Design dottori_input_conditioner, sky130hd; sources not shown.
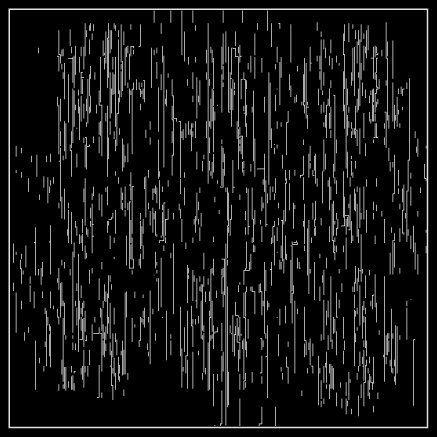
*Metal 2*
(3 px per um)
The layer holds 45% of the routed length. The longest straight run is 60.5 um. The layer carries 6380 um of wire. 713 nets have wire on it.
via count: 5489
GR Util met2: 0.258
WL final: 14300 um

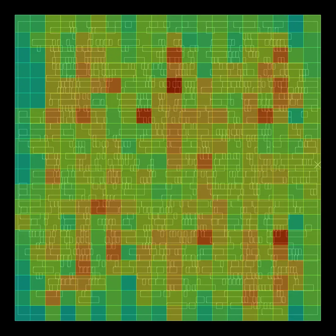
*Routing congestion map*
utilization after layout: 0.472
M3 GR Usage: 0.0425
Total GRT Usage: 0.164

==> reports/metrics.cfg <==
[status]
status=complete, but fails checks
violations=DRC, hold timing

[power]
p_per_area_nw_per_um2=964
p_leak_nw=3.73
ir_drop_uv=691

[place]
post-dp-hpwl_um=9760
io_buffers=0
dpl_cell_area_um2=7790
routabilityCongestion=0.759
place_inst=1141

[critical_path]
arrival_ns=1.11
path_max_fanout=4
cp-start-kind=flop
criticalPathCategory=reg -> out
slowest_delay_ns=0.57
cp_top_family=flip-flops
worst_path_max_delay_cell=dfstp_2
path_cells=buf_4
cp-end-kind=primary output
r2r_slack_ns=0.08
timing.critical_path.buf_inv=1
rr_worst_depth=6
required_ns=1.18
cp_num_cells=1

[final_timing]
fin_crit_sh=0.957
setup_viol=0
worstMarginPinSlew_ns=0.684
slew_headroom=0.543
hold_violations=153
clock.fmax_mhz=653
rsz0062_at_grt=true
fin_crit_ns=1.53
maxSlewViolCount=0
hold_slack_ns=-0.507

[synthesis]
netlist_top_cells_count=nand2_1, nor2_1, dfrtp_1, inv_1, nand3_1
edf_count=0
ff_type=dfrtp_1
async_flop_share=1.00
top_cell=nand2_1
postSynthCellCount=912
yosys_cells=912
synth.avg_cell_area_um2=8.23
syn-num-nets=931
yosys_warnings=0
netlist.area_leader.share=0.404
yosys_area_um2=7500
area_leaders=dfrtp_1, nand2_1, dfstp_2
numSynthFlops=153
ys_seq_frac=0.516
synth_cell_types=25
synth_area_um2=7500
top_area_cell=dfrtp_1

[detailed_routing]
wl_per_cell_um=12.0
drt_first_pass_iters=11
drc=2
drtIter0Drc=226
ant_nets=0
vias_per_cell=4.63

[clocking]
cts.reportedPaths.clkPinSlew_ns=0.06
cts_buffer_depth=2
hold_buffers=9
clock_tree.root_cell=clkbuf_16
cts.htree.levels=4
clock-sinks=153
cts_tree=yes
cts-buffers-inserted=17
clkLatencyLatePin_ns=0.42

[floorplan]
pin_count=35
initCoreUtil=0.413
rows=49
die_height_um=139
fp.coreArea_um2=18100
die_x_um=139
chipArea_um2=19300

[job]
maxCapViolations=0
tool_warnings=31

[worst_hold_path]
hp-class=in -> async

[finish]
drive_gt1_frac=0.146
nets=963
largest_register_ffs=112
fin_area_um2=8570
fin_cells=1186
fillers=1828
area_growth_pct=14.2
diodes=0

[grt]
overflow=0
grt_pass1_wl_um=25400
grt_pass1_vias=5424
antenna_found_initial=0
grt_max_degree=154

area by class of cell:
class                           instances  area, um2  share of cell area
Buffer                                 16        120              0.0140
Clock buffer                           22        474              0.0553
Clock inverter                         10        119              0.0139
Inverter                               95        357              0.0416
Multi-Input combinational cell        647       3220               0.375
Sequential cell                       153       3870               0.451
Tap cell                              229        287              0.0334
Timing Repair Buffer                   14        128              0.0149
placed cells by master (no fill, tap or decap), types with 5 or more instances in the layout:
cell           synthesis  final
dfrtp_1              121    121
nand3_2               11     11
xnor2_1               20     20
dlygate4sd3_1          0      9
xor2_1                25     25
ha_1                   8      5
nand3_1               56     56
nand2_2                8      7
o21ai_0                8      8
nor2_1               182    182
nor3_1                15     12
nand2_1              245    240
clkinvlp_4             0      6
nor2_2                 9      9
buf_4                 16     21
clkbuf_16              0     17
nand2_4                0      6
dfstp_2               32     32
nand4_1               35     35
nor2_4                 8      8
inv_1                 95     95
nor3_2                 6      9
cell families (layout without fill, tap and decap cells):
family          Yosys count  after routing  synth area share
compound gates           11             11           0.00767
xor+xnor                 45             45            0.0525
fa+ha+maj                 8              8            0.0133
buf+inv                 112            157            0.0640
flops                   153            153             0.516
simple gates            583            583             0.347
routing by layer:
layer | up-vias | part of all wire | GRT usage | routed length [um]
met5 | - | 0 | 0 | 0
met4 | 0 | 0.011 | 0.0491 | 161
met3 | 12 | 0.026 | 0.0425 | 366
met2 | 43 | 0.45 | 0.258 | 6380
met1 | 2522 | 0.52 | 0.222 | 7360
li1 | 2912 | - | - | -
what timing repair did:
item / CTS / global route
gates resized: 0 / 17
endpoints found under the hold margin: 162 / 153
endpoints found under the setup margin: 0 / 69
buffers inserted: 0 / 5
stage by stage:
stage / setup WS (ns) / hold WS, ns / power, W / TNS [ns]
after detailed placement: 0.0384 / -0.0707 / 0.00427 / 0
after floorplan: 0.248 / -0.0756 / 0.00422 / 0
final: 0.0682 / -0.507 / 0.00826 / 0
after CTS: 0.0240 / -0.528 / 0.00837 / 0
after global placement: 0.0362 / -0.0716 / 0.00427 / 0
after global routing: -0.0253 / -0.535 / 0.00859 / -0.208
where the power goes:
| group | internal (W) | total (W) | switching [W] |
|---|---|---|---|
| sequential | 0.00396 | 0.00402 | 0.0000646 |
| clock | 0.00242 | 0.00403 | 0.00161 |
| combinational | 0.0000861 | 0.000207 | 0.000121 |
| total | 0.00647 | 0.00826 | 0.00180 |
Power is estimated from default activity; no workload was simulated.
